File: config.mk
export PLATFORM = sky130hd
export DESIGN_NAME = fork_join_ctrl
export DESIGN_NICKNAME = d
export VERILOG_FILES = /design/src/rtl/fork_join_pkg.sv /design/src/rtl/fork_join_timer.sv /design/src/rtl/fork_join_ctrl.sv
export SDC_FILE = /design/constraint.sdc
export NUM_CORES = 1
export LEC_CHECK = 0
export CAP_MARGIN = 20
export CORE_ASPECT_RATIO = 1.2
export CORE_MARGIN = 3
export CORE_UTILIZATION = 40
export DETAILED_ROUTE_END_ITERATION = 10
export HOLD_SLACK_MARGIN = 0.12
export PLACE_DENSITY_LB_ADDON = 0.25
export SYNTH_ARGS = -nofsm -noshare
export SYNTH_HDL_FRONTEND = slang
export SYNTH_SLANG_ARGS = --single-unit
File: constraint.sdc
create_clock -name clk -period 3.24 [get_ports clk]
set_input_delay 0.648 -clock clk [delete_from_list [all_inputs] [get_ports clk]]
set_output_delay 0.648 -clock clk [all_outputs]
set_load 0.05 [all_outputs]
File: src/rtl/fork_join_pkg.sv
// Shared types for the fork/join job scheduler: join modes, per-job states,
// join results and controller FSM states.
package fork_join_pkg;

  typedef enum logic [1:0] {
    JOIN_ALL  = 2'd0,
    JOIN_ANY  = 2'd1,
    JOIN_NONE = 2'd2
  } join_mode_e;

  typedef enum logic [1:0] {
    JOB_IDLE     = 2'd0,
    JOB_RUNNING  = 2'd1,
    JOB_FINISHED = 2'd2,
    JOB_KILLED   = 2'd3
  } job_state_e;

  typedef enum logic [1:0] {
    JOIN_OK       = 2'd0,
    JOIN_TIMEOUT  = 2'd1,
    JOIN_DISABLED = 2'd2
  } join_result_e;

  typedef enum logic [2:0] {
    S_IDLE   = 3'd0,
    S_LAUNCH = 3'd1,
    S_WAIT   = 3'd2,
    S_KILL   = 3'd3,
    S_DONE   = 3'd4
  } fsm_state_e;

endpackage

File: src/rtl/fork_join_timer.sv
// Saturating wait counter with synchronous clear; hit flags the last cycle
// before the limit is reached (limit of zero never hits).
module fork_join_timer #(
  parameter int unsigned TW = 16
) (
  input  logic          clk,
  input  logic          rst_n,
  input  logic          clr,
  input  logic          en,
  input  logic [TW-1:0] limit,
  output logic          hit
);

  logic [TW-1:0] count_q;

  always_ff @(posedge clk or negedge rst_n) begin
    if (!rst_n)
      count_q <= '0;
    else if (clr)
      count_q <= '0;
    else if (en && (count_q != '1))
      count_q <= count_q + 1'b1;
  end

  assign hit = (limit != '0) && (count_q == (limit - 1'b1));

endmodule

File: src/rtl/fork_join_ctrl.sv
// Fork/join controller: launches a job set, tracks per-job state, resolves
// the join (all/any/none), kills losers, handles timeout and disable_fork.
module fork_join_ctrl
  import fork_join_pkg::*;
#(
  parameter int unsigned N_JOBS = 3,
  parameter int unsigned TW     = 16
) (
  input  logic                  clk,
  input  logic                  rst_n,
  input  logic                  fork_valid,
  output logic                  fork_ready,
  input  logic [N_JOBS-1:0]     fork_mask,
  input  logic [1:0]            fork_mode,
  input  logic [TW-1:0]         timeout_cycles,
  input  logic                  disable_fork,
  output logic [N_JOBS-1:0]     job_start,
  input  logic [N_JOBS-1:0]     job_done,
  output logic [N_JOBS-1:0]     job_kill,
  output logic [2*N_JOBS-1:0]   job_status,
  output logic                  join_done,
  output logic [1:0]            join_status,
  output logic [N_JOBS-1:0]     join_finished
);

  fsm_state_e        state_q, state_d;
  join_mode_e        mode_q;
  join_result_e      result_q;
  job_state_e        status_q [N_JOBS];
  logic [TW-1:0]     tmo_q;
  logic [N_JOBS-1:0] join_set_q, join_fin_q, kill_q;
  logic [N_JOBS-1:0] running, done_ok, fin_all, start_now, kill_now;
  logic              accept, timer_hit, satisfied, others_running, in_flight;

  always_comb begin
    running = '0;
    for (int unsigned i = 0; i < N_JOBS; i++)
      running[i] = (status_q[i] == JOB_RUNNING);
  end

  assign accept         = fork_valid && (state_q == S_IDLE);
  assign done_ok        = running & job_done;
  assign fin_all        = join_fin_q | (join_set_q & done_ok);
  assign others_running = |(join_set_q & running & ~job_done);
  assign in_flight      = (state_q == S_LAUNCH) || (state_q == S_WAIT) || (state_q == S_KILL);
  assign satisfied      = ((mode_q == JOIN_ALL) && ((fin_all & join_set_q) == join_set_q)) ||
                          ((mode_q == JOIN_ANY) && (|fin_all));

  fork_join_timer #(.TW(TW)) u_timer (
    .clk   (clk),
    .rst_n (rst_n),
    .clr   (state_q == S_LAUNCH),
    .en    (state_q == S_WAIT),
    .limit (tmo_q),
    .hit   (timer_hit)
  );

  always_ff @(posedge clk or negedge rst_n) begin
    if (!rst_n) state_q <= S_IDLE;
    else        state_q <= state_d;
  end

  always_comb begin
    state_d = state_q;
    case (state_q)
      S_IDLE:   if (accept) state_d = ((fork_mask & ~running) == '0) ? S_DONE : S_LAUNCH;
      S_LAUNCH: state_d = (mode_q == JOIN_NONE) ? S_DONE : S_WAIT;
      S_WAIT: begin
        if (satisfied)      state_d = (mode_q == JOIN_ANY && others_running) ? S_KILL : S_DONE;
        else if (timer_hit) state_d = S_KILL;
      end
      S_KILL:   state_d = S_DONE;
      S_DONE:   state_d = S_IDLE;
      default:  state_d = S_IDLE;
    endcase
    if (disable_fork && in_flight) state_d = S_DONE;
  end

  // A done arriving during the KILL cycle beats the kill for that job.
  always_comb begin
    fork_ready = (state_q == S_IDLE);
    join_done  = (state_q == S_DONE);
    start_now  = (state_q == S_LAUNCH) ? join_set_q : '0;
    kill_now   = kill_q;
    if (state_q == S_KILL) kill_now = kill_now | (join_set_q & running & ~job_done);
  end

  assign job_start     = start_now;
  assign job_kill      = kill_now;
  assign join_status   = result_q;
  assign join_finished = join_fin_q;

  // Disable kills land one cycle later; jobs already being killed are excluded.
  always_ff @(posedge clk or negedge rst_n) begin
    if (!rst_n) begin
      join_set_q <= '0;
      join_fin_q <= '0;
      kill_q     <= '0;
      mode_q     <= JOIN_ALL;
      tmo_q      <= '0;
      result_q   <= JOIN_OK;
    end else begin
      kill_q <= disable_fork ? ((running & ~job_done & ~kill_now) | start_now) : '0;
      if (accept) begin
        join_set_q <= fork_mask & ~running;
        join_fin_q <= '0;
        mode_q     <= join_mode_e'(fork_mode);
        tmo_q      <= timeout_cycles;
        result_q   <= JOIN_OK;
      end
      if (state_q == S_WAIT || state_q == S_KILL)
        join_fin_q <= fin_all;
      if (state_q == S_WAIT && !satisfied && timer_hit)
        result_q <= JOIN_TIMEOUT;
      if (disable_fork && in_flight)
        result_q <= JOIN_DISABLED;
    end
  end

  always_ff @(posedge clk or negedge rst_n) begin
    if (!rst_n) begin
      for (int unsigned i = 0; i < N_JOBS; i++) status_q[i] <= JOB_IDLE;
    end else begin
      for (int unsigned i = 0; i < N_JOBS; i++) begin
        if (start_now[i])     status_q[i] <= JOB_RUNNING;
        else if (kill_now[i]) status_q[i] <= JOB_KILLED;
        else if (done_ok[i])  status_q[i] <= JOB_FINISHED;
      end
    end
  end

  always_comb begin
    job_status = '0;
    for (int unsigned i = 0; i < N_JOBS; i++)
      job_status[2*i +: 2] = status_q[i];
  end

endmodule

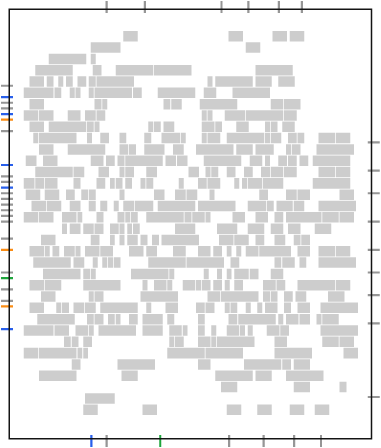
Fig. 1. Pin map (run 1).
Pins as bars across the die edge, other pins in grey.
- `join_finished`: orange (pins 3; direction output; edge west)
- `fork_mode`: green (pins 2; direction input; edge 1 south, 1 west)
- `job_status`: blue (pins 6; direction output; edge 5 west, 1 south)
- all pins by edge: 25 west, 9 east, 7 south, 6 north

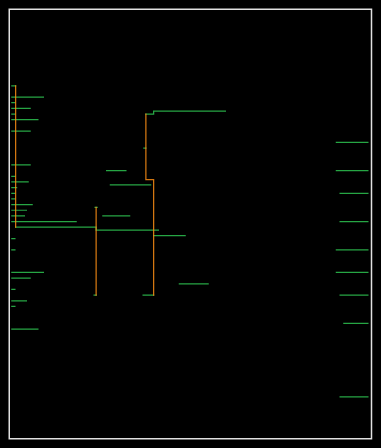
Fig. 2. Signal wires by layer (run 1).
Two of the layers only.
- M3: green (wire length 243 microns)
- M4: orange (wire length 100 microns)

==> flow_summary.yaml, run 1 <==
# synthesis and place-and-route metrics
critical_path:
  critPathLaunchType: "register"
  path_cells: "inv_1 > nor4_1 > buf_4 > clkdlybuf4s50_1"
  cp_top_family: "buffers and inverters"
  crit_type: "reg2out"
  reg2reg_depth: 6
  cp-startpoint: "state_q[0]"
  max_stage_delay_ps: 800
  crit_buf_inv: 3
  cp.depth: 4
  cp_max_fo: 10
  slowest_stage: "clkdlybuf4s50_1"
logic_synthesis:
  netlist.top_cell.by_area: "dfrtp_1"
  synthFlopType: "dfrtp_1"
  yosysMostFrequentCell: "dfrtp_1"
  synth-edff-count: 0
  yosys-mux-area-fraction_pct: 7.44
  compound_area_share_pct: 12.8
  yosys_area_sq_um: 3130
  avgSynthCellArea_sq_um: 9.57
  synth_stat.cells: 327
  synth_flop_count: 54
  syn_inst: 327
  synth_seq_share_pct: 43.2
  logic_family: "simple AND/OR/NAND/NOR gates"
die:
  nWellTaps: 90
  core_region_area_sq_um: 7440
  chip_area_sq_um: 8920
  io_pins: 47
  die_w_microns: 86.7
  fp_util_pct: 42.0
  die_height_microns: 103
  num_rows: 34
final_timing:
  hold_viol_final: 0
  tightest_slew_ps: 892
  setup_slack_ps: 325
  finalClockPeriodUsage_pct: 90.0
  fin_crit_ps: 2910
  finalSetupViolations: 0
  fin_tns_setup_ps: 0
layout:
  n_antenna_cell: 0
  seq_area_share_pct: 35.3
  clock_buffers: 7
  nonClkBufAreaFrac_pct: 14.6
  ff_latch_area_sq_um: 1350
  lay_top_cells: "dfrtp_1, clkdlybuf4s50_1, nor2_1"
  logic_area_sq_um: 1650
  fill_cells: 714
  nNonClkBuffers: 55
  mostFrequentLayoutCell: "dfrtp_1"
power:
  power_density_nw_per_um2: 771
  p_int_w: 0.00167
  seq_power_share_pct: 39.6
  ir_worst_vdd_v: 0.000574
  p_leak_nw: 1.59
clock_tree:
  cts_made_buffers: 5
  cts_setup_buffers: 0
  clockBufferDepth: 2
  post_cts_resized: 0
  cts.sinks: 54
drt:
  ant_nets: 0
  first_pass_iters: 4
  met2_length_microns: 3580
  wirelength_microns: 7130
  routedLengthMet1_microns: 3200
  drcViolationCount: 0
flow_run:
  drv_cap: 0
grt:
  grt_max_degree: 34
  grt-busiest-layer: "met2"
place:
  placed_area_sq_um: 3740
  place_inst: 460
  numPortBuffers: 46
outcome:
  status: "completed"
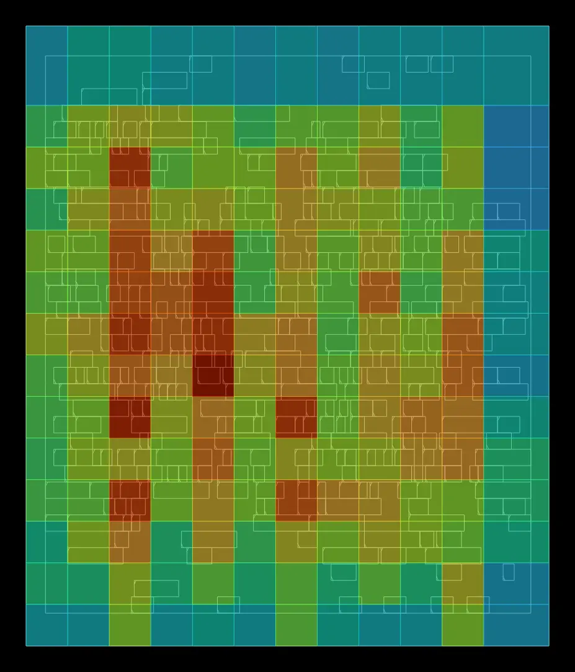
Fig. 3. Routing congestion (run 1).
GR Layer Usage met1: 21.4%
Core Util, Final: 51.5%
met2 usage: 30.4%

Fig. 4: run 1, routed clock nets over the placement
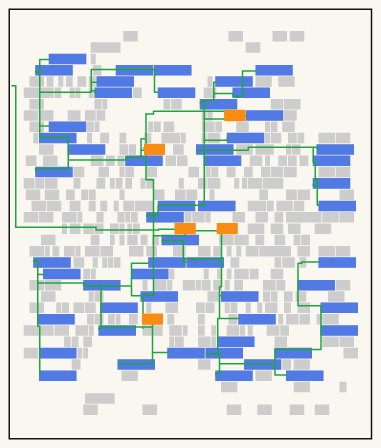

--- run 2 (diff from run 1) ---
CORE_MARGIN = 2   (was 3)
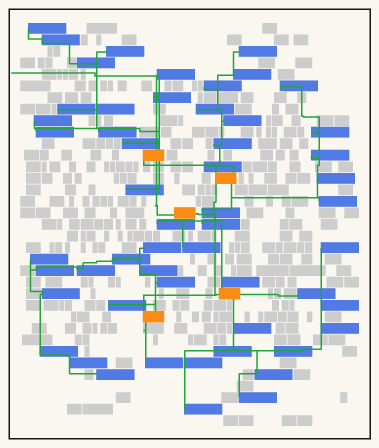
Fig. 5. Routed clock nets over the placement (run 2).
- flip-flops: blue (count 54)
- clock-net drivers: orange (count 5)
- clock wires: green (length 692 microns)
- routed clock nets: 6
- flops lie: all over the die

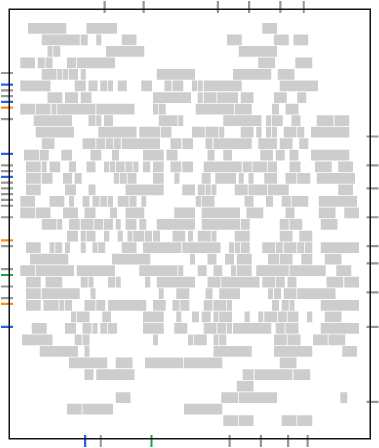
Fig. 6. Pin map (run 2).
Pins as bars across the die edge, other pins in grey.
- `join_finished`: orange (pins 3; direction output; edge west)
- `job_status`: blue (pins 6; direction output; edge 5 west, 1 south)
- `fork_mode`: green (pins 2; direction input; edge 1 south, 1 west)
- all pins by edge: 25 west, 9 east, 7 south, 6 north
Die Y: 101 microns
Die W: 84.7 microns
Port Buffers: 46

==> flow_summary.yaml, run 2 <==
# synthesis and place-and-route metrics
critical_path:
  path_cells: "inv_1 > nor4_1 > buf_4 > clkdlybuf4s50_1"
  cp-startpoint: "state_q[0]"
  crit_buf_inv: 3
  cp.depth: 4
  critPathLaunchType: "register"
  crit_type: "reg2out"
  cp_max_fo: 10
  rr_endpoint: "state_q[0]"
  cp_top_family: "buffers and inverters"
  worstSetupEndpointType: "primary output"
  slowest_stage: "clkdlybuf4s50_1"
  max_stage_delay_ps: 800
  reg2reg_depth: 6
drt:
  drcViolationCount: 0
  topRoutingLayerUsed: "met4"
  ant_nets: 0
  first_pass_iters: 4
  met2_length_microns: 3610
  routedLengthMet1_microns: 3230
  vias: 2559
  wirelength_microns: 7210
final_timing:
  finalSetupViolations: 0
  tightest_slew_ps: 839
  fin_crit_ps: 2900
  hold_viol_final: 0
  fin_tns_setup_ps: 0
  maxSlewViolCount: 0
  setup_slack_ps: 339
layout:
  finalCoreUtilization_pct: 50.7
  logic_area_sq_um: 1650
  mostFrequentLayoutCell: "dfrtp_1"
  ff_latch_area_sq_um: 1350
  fill_cells: 745
  clock_buffers: 8
  n_antenna_cell: 0
  lay_top_cells: "dfrtp_1, clkdlybuf4s50_1, nor2_1"
  nNonClkBuffers: 56
  seq_area_share_pct: 35.0
  area_growth_pct: 23.4
outcome:
  status: "completed"
logic_synthesis:
  netlist.top_cell.by_area: "dfrtp_1"
  synth_seq_share_pct: 43.2
  synthFlopType: "dfrtp_1"
  synth-edff-count: 0
  yosysMostFrequentCell: "dfrtp_1"
  logic_family: "simple AND/OR/NAND/NOR gates"
  synth_stat.cells: 327
  adder_share_pct: 0.800
  syn_inst: 327
  compound_area_share_pct: 12.8
  synth_flop_count: 54
  yosys_area_sq_um: 3130
  avgSynthCellArea_sq_um: 9.57
  yosys-mux-area-fraction_pct: 7.44
grt:
  grt-busiest-layer: "met2"
  grt_max_degree: 35
  gr-usage-met1_pct: 21.5
  grt.met3_usage_pct: 3.11
  grt_pass1_vias: 2665
  met2_usage_pct: 31.2
die:
  fp_util_pct: 41.1
  num_rows: 35
  chip_area_sq_um: 8550
  nWellTaps: 92
  io_pins: 47
  core_region_area_sq_um: 7620
power:
  ir_worst_vdd_v: 0.000613
  p_leak_nw: 1.60
  p_switching_w: 0.00130
  p_int_w: 0.00171
  pwr-share-clk_pct: 14.4
  power_density_nw_per_um2: 780
  seq_power_share_pct: 39.2
clock_tree:
  clk_pin_slew_worst_paths_ps: 100
  clockBufferDepth: 2
  cts_made_buffers: 5
  cts.sinks: 54
  h-tree-depth: 2
  cts_setup_buffers: 0
  post_cts_resized: 0
flow_run:
  drv_cap: 0
place:
  dp_slack_ps: 423
  placed_area_sq_um: 3750
  place_inst: 463
--- run 3 (diff from run 2) ---
CTS_CLUSTER_SIZE = 20   (was default)
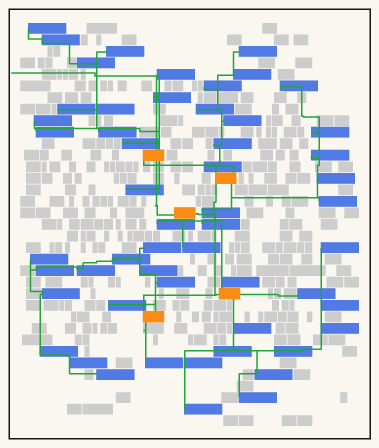
Fig. 7. Routed clock nets over the placement (run 3).
- flip-flops: blue (count 54)
- clock-net drivers: orange (count 5)
- clock wires: green (length 692 microns)
- routed clock nets: 6
- flops lie: all over the die

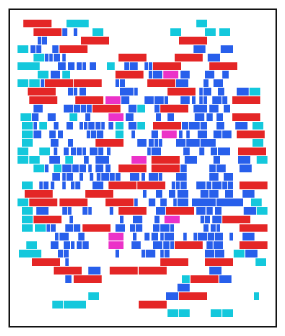
Fig. 8. Cells coloured by class (run 3).
- remaining buffers and delay cells: cyan (cells 56; share of their area 15%)
- clock drivers and dummy loads: magenta (cells 8; share of their area 2.9%)
- remaining logic cells: blue (cells 261; share of their area 46%)
- registers: red (cells 54; share of their area 36%)

==> flow_summary.yaml, run 3 <==
# synthesis and place-and-route metrics
outcome:
  status: "completed"
die:
  die_height_microns: 101
  num_rows: 35
  nWellTaps: 92
  die_w_microns: 84.7
  io_pins: 47
  fp_util_pct: 41.1
  chip_area_sq_um: 8550
  core_region_area_sq_um: 7620
grt:
  grt-busiest-layer: "met2"
  gr-usage-met1_pct: 21.5
  grt.met3_usage_pct: 3.11
  grt_pass1_vias: 2665
layout:
  lay_top_cells: "dfrtp_1, clkdlybuf4s50_1, nor2_1"
  ff_latch_area_sq_um: 1350
  finalCoreUtilization_pct: 50.7
  n_antenna_cell: 0
  seq_area_share_pct: 35.0
  area_growth_pct: 23.4
  fill_cells: 745
  nNonClkBuffers: 56
  clock_buffers: 8
  mostFrequentLayoutCell: "dfrtp_1"
logic_synthesis:
  synth_flop_count: 54
  synthFlopType: "dfrtp_1"
  logic_family: "simple AND/OR/NAND/NOR gates"
  yosys-mux-area-fraction_pct: 7.44
  synth_seq_share_pct: 43.2
  synth-edff-count: 0
  syn_inst: 327
  synth_stat.cells: 327
  adder_share_pct: 0.800
  yosysMostFrequentCell: "dfrtp_1"
  compound_area_share_pct: 12.8
  yosys_area_sq_um: 3130
  netlist.top_cell.by_area: "dfrtp_1"
final_timing:
  fin_tns_setup_ps: 0
  finalClockPeriodUsage_pct: 89.6
  fin_crit_ps: 2900
  setup_slack_ps: 339
  tightest_slew_ps: 839
  finalSetupViolations: 0
  hold_viol_final: 0
critical_path:
  worstSetupEndpointType: "primary output"
  critPathLaunchType: "register"
  cp.depth: 4
  rr_endpoint: "state_q[0]"
  crit_buf_inv: 3
  cp_top_family: "buffers and inverters"
  crit_type: "reg2out"
  path_cells: "inv_1 > nor4_1 > buf_4 > clkdlybuf4s50_1"
  slowest_stage: "clkdlybuf4s50_1"
  cp-startpoint: "state_q[0]"
  reg2reg_depth: 6
power:
  ir_worst_vdd_v: 0.000613
  p_switching_w: 0.00130
  pwr-share-clk_pct: 14.4
  seq_power_share_pct: 39.2
  p_leak_nw: 1.60
place:
  place_inst: 463
  dp_slack_ps: 423
  numPortBuffers: 46
  placed_area_sq_um: 3750
clock_tree:
  cts.sinks: 54
  clk_pin_slew_worst_paths_ps: 100
  clockBufferDepth: 2
  cts_setup_buffers: 0
drt:
  routedLengthMet1_microns: 3230
  vias: 2559
  first_pass_iters: 4
  wirelength_microns: 7210
  drcViolationCount: 0
flow_run:
  drv_cap: 0
Power figures rest on the tool's default switching activity, not on a simulated workload.
